File: config.mk
export PLATFORM = sky130hd
export DESIGN_NAME = k12a_rom_reader
export DESIGN_NICKNAME = d
export VERILOG_FILES = /design/src/rtl/k12a_rom_reader_pkg.sv /design/src/rtl/k12a_rom_reader.sv
export SDC_FILE = /design/constraint.sdc
export NUM_CORES = 1
export LEC_CHECK = 0
export CAP_MARGIN = 15
export CORE_ASPECT_RATIO = 1.25
export CORE_MARGIN = 4
export CORE_UTILIZATION = 44
export DETAILED_ROUTE_END_ITERATION = 8
export GPL_ROUTABILITY_DRIVEN = 1
export MAX_ROUTING_LAYER = met4
export PLACE_DENSITY = 0.81
export SETUP_SLACK_MARGIN = 0.05
export SLEW_MARGIN = 10
export SYNTH_ARGS = -nofsm -noshare
export SYNTH_HDL_FRONTEND = slang
export SYNTH_SLANG_ARGS = --single-unit
File: constraint.sdc
create_clock -name clock -period 2.75 [get_ports clock]
set_clock_uncertainty 0.1 [all_clocks]
set_input_delay 0.275 -clock clock [delete_from_list [all_inputs] [get_ports clock]]
set_output_delay 0.275 -clock clock [all_outputs]
set_load 0.01 [all_outputs]
File: src/rtl/k12a_rom_reader_pkg.sv
// Shared types and ROM geometry for the k12a ROM read controller.
package k12a_rom_reader_pkg;

  localparam int ROM_ADDR_W = 15;
  localparam int ROM_DATA_W = 8;

  typedef enum logic [1:0] {
    IDLE,
    ACCESS,
    RESP,
    TURN
  } state_t;

  function automatic int max_int(input int a, input int b);
    return (a > b) ? a : b;
  endfunction

endpackage

File: src/rtl/k12a_rom_reader.sv
// Read controller for a 28256-class asynchronous EEPROM: handshaked byte reads
// with a programmable CE/OE access window and bus turnaround gap.
module k12a_rom_reader
  import k12a_rom_reader_pkg::*;
#(
  parameter int ACCESS_CYCLES = 4,
  parameter int TURN_CYCLES   = 1
) (
  input  logic                  clock,
  input  logic                  reset,
  input  logic                  req_valid,
  output logic                  req_ready,
  input  logic [ROM_ADDR_W-1:0] req_addr,
  output logic                  rsp_valid,
  input  logic                  rsp_ready,
  output logic [ROM_DATA_W-1:0] rsp_data,
  output logic [ROM_ADDR_W-1:0] rom_addr,
  input  logic [ROM_DATA_W-1:0] rom_data,
  output logic                  rom_ce_n,
  output logic                  rom_oe_n,
  output logic                  busy,
  output state_t                state
);

  localparam int CNT_W     = $clog2(max_int(ACCESS_CYCLES, TURN_CYCLES) + 1);
  localparam int ACC_LOAD  = ACCESS_CYCLES - 1;
  localparam int TURN_LOAD = (TURN_CYCLES > 0) ? TURN_CYCLES - 1 : 0;

  if (ACCESS_CYCLES < 1) begin : g_bad_access
    $error("k12a_rom_reader: ACCESS_CYCLES must be at least 1");
  end
  if (TURN_CYCLES < 0) begin : g_bad_turn
    $error("k12a_rom_reader: TURN_CYCLES must not be negative");
  end

  logic [CNT_W-1:0] count;

  // Both handshakes: a transfer happens at a rising edge where valid and ready
  // are both high; valid and its payload stay stable until that edge, and the
  // request side is only sampled in IDLE (nothing is latched while busy).
  assign req_ready = (state == IDLE);
  assign busy      = (state != IDLE);

  always_ff @(posedge clock) begin
    if (reset) begin
      state     <= IDLE;
      count     <= '0;
      rsp_valid <= 1'b0;
      rsp_data  <= '0;
      rom_addr  <= '0;
      rom_ce_n  <= 1'b1;
      rom_oe_n  <= 1'b1;
    end else begin
      case (state)
        IDLE: begin
          if (req_valid) begin
            rom_addr <= req_addr;
            count    <= CNT_W'(ACC_LOAD);
            rom_ce_n <= 1'b0;
            rom_oe_n <= 1'b0;
            state    <= ACCESS;
          end
        end
        ACCESS: begin
          if (count != '0) begin
            count <= count - 1'b1;
          end else begin
            // Sample on the last edge of the window, then release the bus.
            rsp_data  <= rom_data;
            rsp_valid <= 1'b1;
            rom_ce_n  <= 1'b1;
            rom_oe_n  <= 1'b1;
            state     <= RESP;
          end
        end
        RESP: begin
          if (rsp_ready) begin
            rsp_valid <= 1'b0;
            if (TURN_CYCLES > 0) begin
              count <= CNT_W'(TURN_LOAD);
              state <= TURN;
            end else begin
              state <= IDLE;
            end
          end
        end
        TURN: begin
          if (count != '0) begin
            count <= count - 1'b1;
          end else begin
            state <= IDLE;
          end
        end
        default: state <= IDLE;
      endcase
    end
  end

endmodule

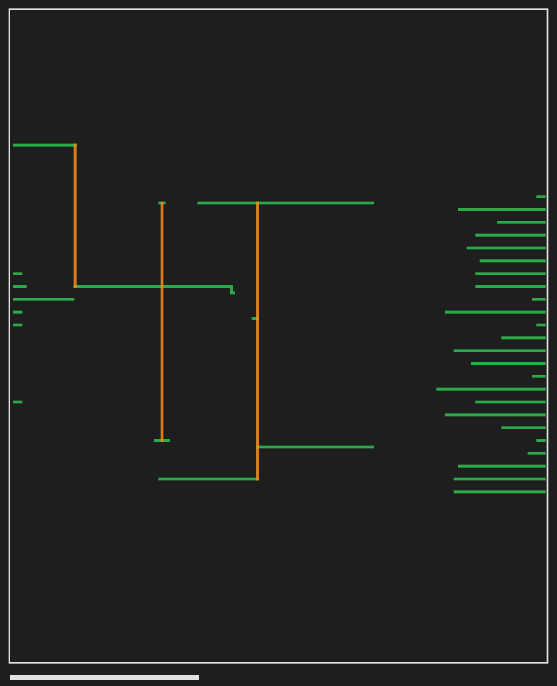
*Metal layers overlaid, run 1*
Bar = 20 microns. Two of the layers only.
[M4] orange | wire length: 69.4 microns
[M3] green | wire length: 225 microns
Total Routed Length: 3330 microns
GRT Total Usage: 0.184
wire per inst: 13.6 microns

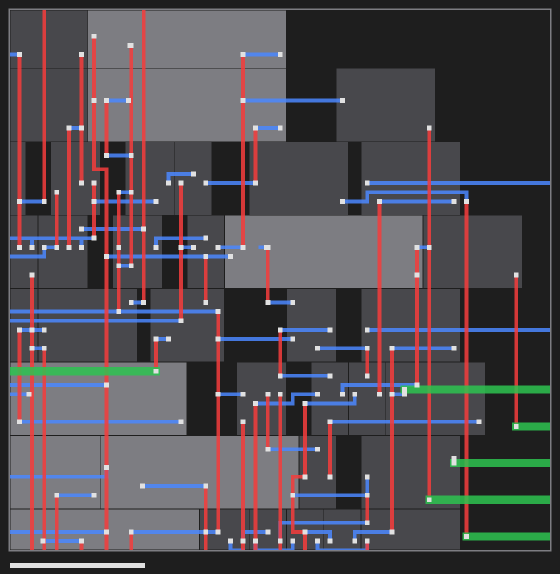
*Layout detail, run 1*
Bar = 5 microns. Region (33, 42) to (53, 62) microns. Cells in grey, sequential cells in the stronger grey; small squares are vias.
[M3] green
[M2] red
[M1] blue
sequential cells in the window: 6
cells with their middle in the window: 35
netlist names of flops here include: rom_addr (3), rsp_data (3)
most frequent: clkdlybuf4s50_1 (11), nand2_1 (9), dfxtp_1 (6)

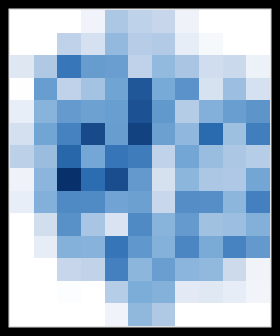
*Wiring heat map, run 1*
11 x 14 tiles, from white (low) to dark blue (high), scaled to the fullest tile. Values are wire area over tile area, all layers added.
densest ninth of the die: centre
mean over tiles: 0.14
fullest tile: 0.39
nearly empty tiles: 18%
tiles over half the peak: 33%
via count: 1232

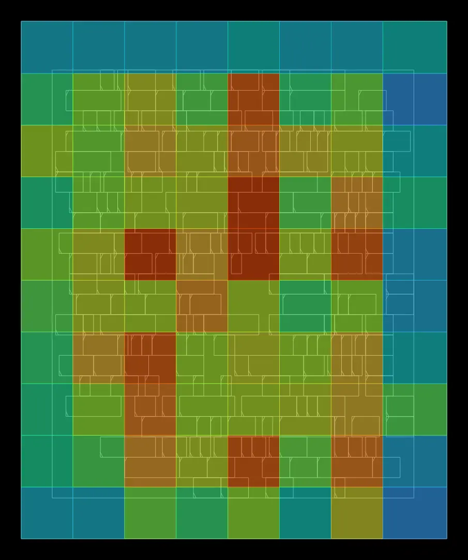
*Routing congestion map, run 1*
Util after Layout: 0.701
met3 usage: 0.0653

==> results.cfg, run 1 <==
; flow metrics
[layout]
layout-drive-gt1-share = 0.0708
inverters_excl_clock = 8
clk_share = 0.0310
ff_latch_area_sq_um = 601
largest_cell_class = multi-input combinational cells
clock_buffers = 7
flop-count = 30
final_common_cell = clkdlybuf4s50_1
comb_area_frac = 0.327
layout.area.comb_sq_um = 633
num_antenna_cells = 0
stdcell_area_sq_um = 1930
buf_share = 0.294
nNonClkBuffers = 57
layout_top_cells = 56 x clkdlybuf4s50_1, 44 x nand2_1, 30 x dfxtp_1, 24 x a21oi_1

[setup_path]
required_ns = 2.38
critPathCaptureType = output pin
crit_type = reg -> out
crit_fanout = 7
arrival_ns = 1.89
reg2regPathDepth = 6
crit_path_start_kind = flop

[floorplan]
dieArea_sq_um = 3930
fp-utilization = 0.476
die_width_microns = 56.9

[yosys]
synth_cells = 156
area_leaders = dfxtp_1 46%, nand2_1 13%, a21oi_1 9.2%, ha_1 7.6%, mux2i_1 3.1%
ys.flops = 30
ff_type = dfxtp_1
top_cell = nand2_1
ys_chip_area_sq_um = 1310
yosysWarnings = 0
syn_area_sq_um = 1310
common_cells = 44 x nand2_1, 30 x dfxtp_1, 24 x a21oi_1
yosysSeqAreaShare = 0.458
top_cell_area_share = 0.458
synth_nets = 191
avgSynthCellArea_sq_um = 8.41
synth_area_leader_cell = dfxtp_1
synth-edff-count = 0

[pwr]
top_power_group = combinational cells
max-vdd-ir-drop_mv = 0.786
internal_power_mw = 1.11
pwr.group.sequential_mw = 0.630
power_clock_mw = 0.263
seqPwrFrac = 0.343
switching_share = 0.394
power_frac_comb = 0.515
power.leakage_nw = 0.753
power.clock.fraction = 0.143
p_sw_mw = 0.725
finalPower_mw = 1.84

[clock_network]
post_cts_buffers = 0
clockRootBuffer = clkbuf_4
hold_buffers = 0
numClockSinks = 30
ctsResizeCount = 0
clockBufferDepth = 2
clock_latency_ns = 0.32
cts_tree = built

[global_routing]
grt-ovfl-total = 0
grt_max_degree = 18
grt_pass1_wl_microns = 5670
antenna_found_initial = 0
grt_pass1_vias = 1267

[min_path]
hold_depth = 2

[flow_run]
maxCapViolations = 0
tool_warnings = 32

[detailed_routing]
initialDrtViolationCount = 22
m1WireLength_microns = 1310
drc = 0
drt-vias-per-instance = 5.01

[sta]
period_used_share = 0.824
setup_viol = 0
final-max-slew-violation-count = 0
fin_ws_ns = 0.484
hold_viol_final = 0
min_period_ns = 2.27
timing.fmax_mhz = 441
hold_ws_ns = 0.356
rsz0062_at_grt = no
tightest_slew_ns = 0.580

[run_status]
status = completed

[placement]
dp_slack_ns = 0.851
place_inst = 238
run 1: critical path, stage by stage, from the launching register on:
cell	delay, ns
dfxtp_1	0.46
inv_1	0.16
ha_1	0.33
inv_1	0.08
clkdlybuf4s50_1	0.53
run 1: final timing paths:
check         startpoint     endpoint  slack [ns]
min          rom_addr[3]  rom_addr[3]        0.36
max             state[0]         busy        0.48
min reg2reg  rom_addr[3]  rom_addr[3]        0.36
max reg2reg     state[0]     count[0]        0.84
run 1: registers in the layout (all words and copies together) (netlist names):
register	flops
count	3
rsp_valid	1
state	2
rsp_data	8
rom_oe_n	1
rom_addr	15
run 1: logic make-up after synthesis:
family	after synthesis	share of synthesized area
AOI/OAI and AO/OA	33	0.164
and+or+nand+nor	64	0.212
adders and majority gates	8	0.0763
buffers and inverters	17	0.0601
muxes	4	0.0305
DFF	30	0.458
==> run 2: changes to the inputs <==
--- a/config.mk
+++ b/config.mk
@@ -8,11 +8,11 @@
 export CAP_MARGIN = 15
 export CORE_ASPECT_RATIO = 1.25
 export CORE_MARGIN = 4
-export CORE_UTILIZATION = 44
+export CORE_UTILIZATION = 41
 export DETAILED_ROUTE_END_ITERATION = 8
 export GPL_ROUTABILITY_DRIVEN = 1
 export MAX_ROUTING_LAYER = met4
-export PLACE_DENSITY = 0.81
+export PLACE_DENSITY = 0.76
 export SETUP_SLACK_MARGIN = 0.05
 export SLEW_MARGIN = 10
 export SYNTH_ARGS = -nofsm -noshare
==> constraint.sdc (replaced) <==
create_clock -name clock -period 2.4 [get_ports clock]
set_clock_uncertainty 0.1 [all_clocks]
set_input_delay 0.24 -clock clock [delete_from_list [all_inputs] [get_ports clock]]
set_output_delay 0.24 -clock clock [all_outputs]
set_load 0.01 [all_outputs]
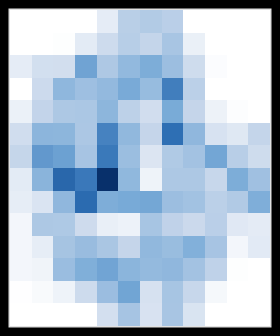
*Wiring heat map, run 2*
12 x 14 tiles, from white (low) to dark blue (high), scaled to the fullest tile. Values are wire area over tile area, all layers added.
nearly empty tiles: 21%
tiles over half the peak: 8.9%
fullest tile: 0.48
mean over tiles: 0.12
densest ninth of the die: centre
emptiest ninth of the die: north-east

==> run 2 against run 1 <==
  * Routed wire length fell by 1.6%
  * Non-clock buffer count rose by 2
  * Die size rose by 6.4%
  * Sequential share of layout area fell by 0.14 points
  * Area after synthesis did not move
  * Design area rose by 0.45%
  * Final cell count rose by 0.81%
  * Critical path type unchanged
  * Sequential power rose by 14%
  * Via count fell by 1.5%
  * Critical path depth did not move
==> results.cfg, run 2 <==
; flow metrics
[global_routing]
use_met3 = 0.0541
grt_max_degree = 17
grt_pass1_vias = 1253
grt_pass1_wl_microns = 5490
antenna_found_initial = 0

[yosys]
area_leaders = dfxtp_1 46%, nand2_1 13%, a21oi_1 9.2%, ha_1 7.6%, mux2i_1 3.1%
synth_area_leader_cell = dfxtp_1
simple_gate_share = 0.212
yosys.area_share.xor_xnor = 0
synth_nets = 191
ys_chip_area_sq_um = 1310
avgSynthCellArea_sq_um = 8.41
ys_sh_aoi = 0.164
syn_area_sq_um = 1310
top_cell_area_share = 0.458
yosysSeqAreaShare = 0.458
synth_cells = 156
common_cells = 44 x nand2_1, 30 x dfxtp_1, 24 x a21oi_1
synth-edff-count = 0
ff_type = dfxtp_1
synthTopLogicFamily = simple AND/OR/NAND/NOR gates
adder_share = 0.0763
top_cell = nand2_1

[detailed_routing]
avgRoutedWirePerCell_microns = 13.2
via_count = 1214
drt-vias-per-instance = 4.90
drc = 0
m1WireLength_microns = 1330

[setup_path]
worst_path_max_delay_cell = clkdlybuf4s50_1
crit_family = buffers and inverters
crit_fanout = 7
crit_chain = inv_1, ha_1, inv_1, clkdlybuf4s50_1
crit_top_cell = inv_1
crit_buf_inv = 3
arrival_ns = 1.87
crit_path_start_kind = flop

[sta]
hold_ws_ns = 0.356
rsz0062_at_grt = no
timing.fmax_mhz = 453
hold_viol_final = 0
period_used_share = 0.919
final-max-slew-violation-count = 0
min_period_ns = 2.21
setup_viol = 0
tightest_slew_ns = 0.557

[pwr]
power_clock_mw = 0.290
max-vdd-ir-drop_mv = 0.971
internal_power_mw = 1.28
pwr.group.sequential_mw = 0.720
seqPwrFrac = 0.342
p_sw_mw = 0.821
power.leakage_nw = 0.757
power_frac_comb = 0.521
power.clock.fraction = 0.138
finalPower_mw = 2.10
top_power_group = combinational cells

[layout]
regMostFlops = rom_addr
stdcell_area_sq_um = 1940
final_common_cell = clkdlybuf4s50_1
buf_share = 0.300
layout_top_cells = 56 x clkdlybuf4s50_1, 44 x nand2_1, 30 x dfxtp_1, 24 x a21oi_1
flop-count = 30
largest_register_ffs = 15
layout.area.comb_sq_um = 633
num_antenna_cells = 0
clock_buffers = 6
largest_cell_class = multi-input combinational cells
comb_area_frac = 0.326
nNonClkBuffers = 59
reg_top3 = rom_addr x15, rsp_data x8, count x3
inverters_excl_clock = 8
layout-drive-gt1-share = 0.0755

[clock_network]
post_cts_buffers = 0
clock_latency_ns = 0.32
cts_tree = built
clockRootBuffer = clkbuf_4
ctsResizeCount = 0
clockBufferDepth = 2
hold_buffers = 0

[run_status]
status = completed

[floorplan]
die_width_microns = 58.6
dieArea_sq_um = 4180

[flow_run]
maxCapViolations = 0
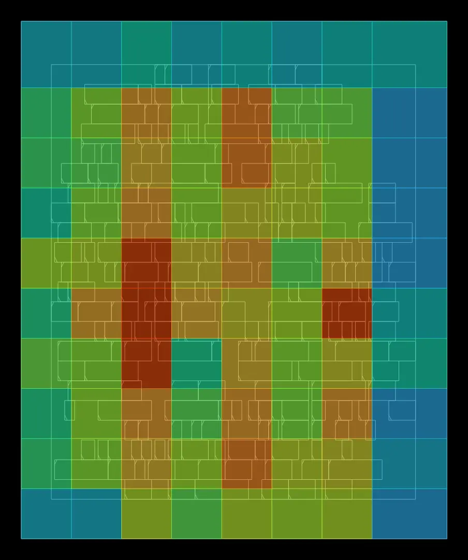
*Routing congestion map, run 2*
gr busiest metal: met2
GRT Total Usage: 0.175
met1 Use GR: 0.194
Util after Layout: 0.648

run 2: path summary, 6_finish.rpt:
kind / to / slack, ns / cells past startpoint
max reg2reg: rom_addr[1] / 0.51 / 5
max: busy / 0.19 / 4
min: rsp_data[2] / 0.36 / 2
min reg2reg: rsp_data[2] / 0.36 / 2
run 2: tightest hold or removal path, delay by kind of cell (launching register included):
kind / cells / cell delay [ns]
AND/OR/NAND/NOR: 1 / 0.05
flip-flops: 1 / 0.32
AND-OR/OR-AND: 1 / 0.05
run 2: kinds of logic after synthesis:
group	Yosys count
multiplexers	4
AND-OR/OR-AND	33
buffers and inverters	17
adder cells (fa/ha/maj)	8
AND/OR/NAND/NOR	64
flip-flops	30
==> run 3: changes to the inputs <==
--- a/config.mk
+++ b/config.mk
@@ -5,6 +5,7 @@
 export SDC_FILE = /design/constraint.sdc
 export NUM_CORES = 1
 export LEC_CHECK = 0
+export ABC_CLOCK_PERIOD_IN_PS = 2400
 export CAP_MARGIN = 15
 export CORE_ASPECT_RATIO = 1.25
 export CORE_MARGIN = 4
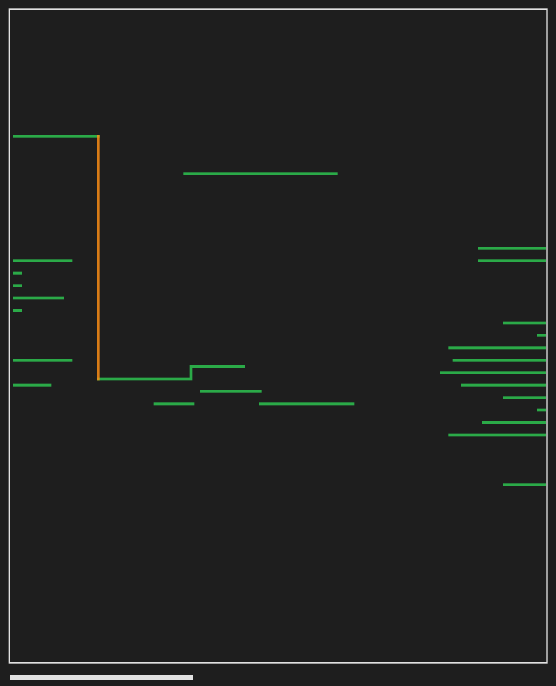
*Metal layers overlaid, run 3*
Bar = 20 microns. Two of the layers only.
via count: 1214
wire per inst: 13.2 microns
Total Routed Length: 3280 microns

==> run 3 against run 2 <==
  * Clock power about the same
  * Total power did not move
  * Critical path depth unchanged
  * Sequential power about the same
  * Sequential cell count stayed put
  * Core utilization did not move
  * Via count stayed put
  * First-iteration DRC count stayed put
  * Worst hold slack stayed put
  * Fmax did not move
  * Register-to-register slack about the same
  * Setup slack is the same
  * Critical endpoint unchanged
  * Largest cell class unchanged
==> results.cfg, run 3 <==
; flow metrics
[run_status]
status = completed

[pwr]
power.leakage_nw = 0.757
max-vdd-ir-drop_mv = 0.971
top_power_group = combinational cells
seqPwrFrac = 0.342
power_clock_mw = 0.290
internal_power_mw = 1.28
finalPower_mw = 2.10
switching_share = 0.390

[layout]
layout-drive-gt1-share = 0.0755
ff_latch_area_sq_um = 601
reg_top3 = rom_addr x15, rsp_data x8, count x3
num_antenna_cells = 0
layout.area.comb_sq_um = 633
largest_register_ffs = 15
regMostFlops = rom_addr
stdcell_area_sq_um = 1940

[clock_network]
ctsResizeCount = 0
post_cts_buffers = 0
numClockSinks = 30
clockBufferDepth = 2
hold_buffers = 0
cts_tree = built
clock_latency_ns = 0.32

[detailed_routing]
drc = 0
initialDrtViolationCount = 64
drt-vias-per-instance = 4.90
m1WireLength_microns = 1330

[yosys]
synth_area_leader_cell = dfxtp_1
avgSynthCellArea_sq_um = 8.41
synthTopLogicFamily = simple AND/OR/NAND/NOR gates
ys.flops = 30
yosysWarnings = 0
area_leaders = dfxtp_1 46%, nand2_1 13%, a21oi_1 9.2%, ha_1 7.6%, mux2i_1 3.1%
common_cells = 44 x nand2_1, 30 x dfxtp_1, 24 x a21oi_1
synth_nets = 191
ys_chip_area_sq_um = 1310
top_cell = nand2_1
syn_area_sq_um = 1310
ff_type = dfxtp_1
simple_gate_share = 0.212
yosys.area_share.xor_xnor = 0
adder_share = 0.0763

[placement]
place_inst = 242
dp_slack_ns = 0.514

[global_routing]
grt_pass1_vias = 1253
antenna_found_initial = 0
busiest_layer = met2
grtUsageMet1 = 0.194
use_met3 = 0.0541
grt_max_degree = 17
grt-ovfl-total = 0

[sta]
final-max-slew-violation-count = 0
hold_viol_final = 0
hold_ws_ns = 0.356
timing.fmax_mhz = 453
min_period_ns = 2.21
rsz0062_at_grt = no
tightest_slew_ns = 0.557
setup_viol = 0
period_used_share = 0.919
fin_ws_ns = 0.195

[floorplan]
dieArea_sq_um = 4180
fp-utilization = 0.437

[setup_path]
crit_fanout = 7
crit_path_start_kind = flop
arrival_ns = 1.87
required_ns = 2.06
critPathCaptureType = output pin

[flow_run]
maxCapViolations = 0
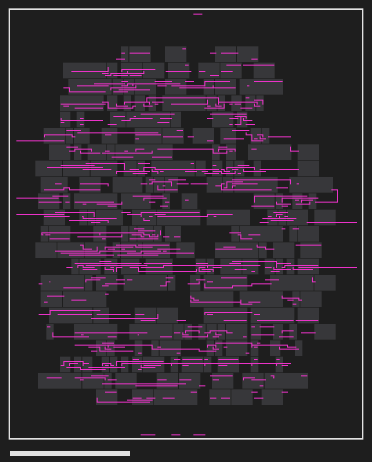
*Met1 routing, run 3*
Bar = 20 microns. Cells faint in the background.
wire length on this layer: 1330 microns
main direction: horizontal
longest straight run: 28.1 microns
nets with wire on the layer: 217
share of all routed wire: 41%

[run 3: critical path: stages, from the launching register on]
cell             delay, ns
dfxtp_1               0.46
inv_1                 0.16
ha_1                  0.32
inv_1                 0.08
clkdlybuf4s50_1       0.53
[run 3: area by class of cell]
type,count,area share
multi-input cells,109,0.326
repair buffers,59,0.300
flip-flops and latches,30,0.309
well taps,36,0.0232
clock buffers,6,0.0264
inverters,8,0.0155
[run 3: cell families after synthesis]
logic type / count (synthesis)
buf+inv: 17
simple gates: 64
flops: 30
compound gates: 33
fa+ha+maj: 8
mux: 4
[run 3: worst paths after layout]
path,from,to,slack [ns],cells past startpoint
max,state[0],busy,0.19,4
max reg2reg,state[0],rom_addr[1],0.51,5
min reg2reg,rsp_data[2],rsp_data[2],0.36,2
min,rsp_data[2],rsp_data[2],0.36,2
Power is estimated from default activity; no workload was simulated.
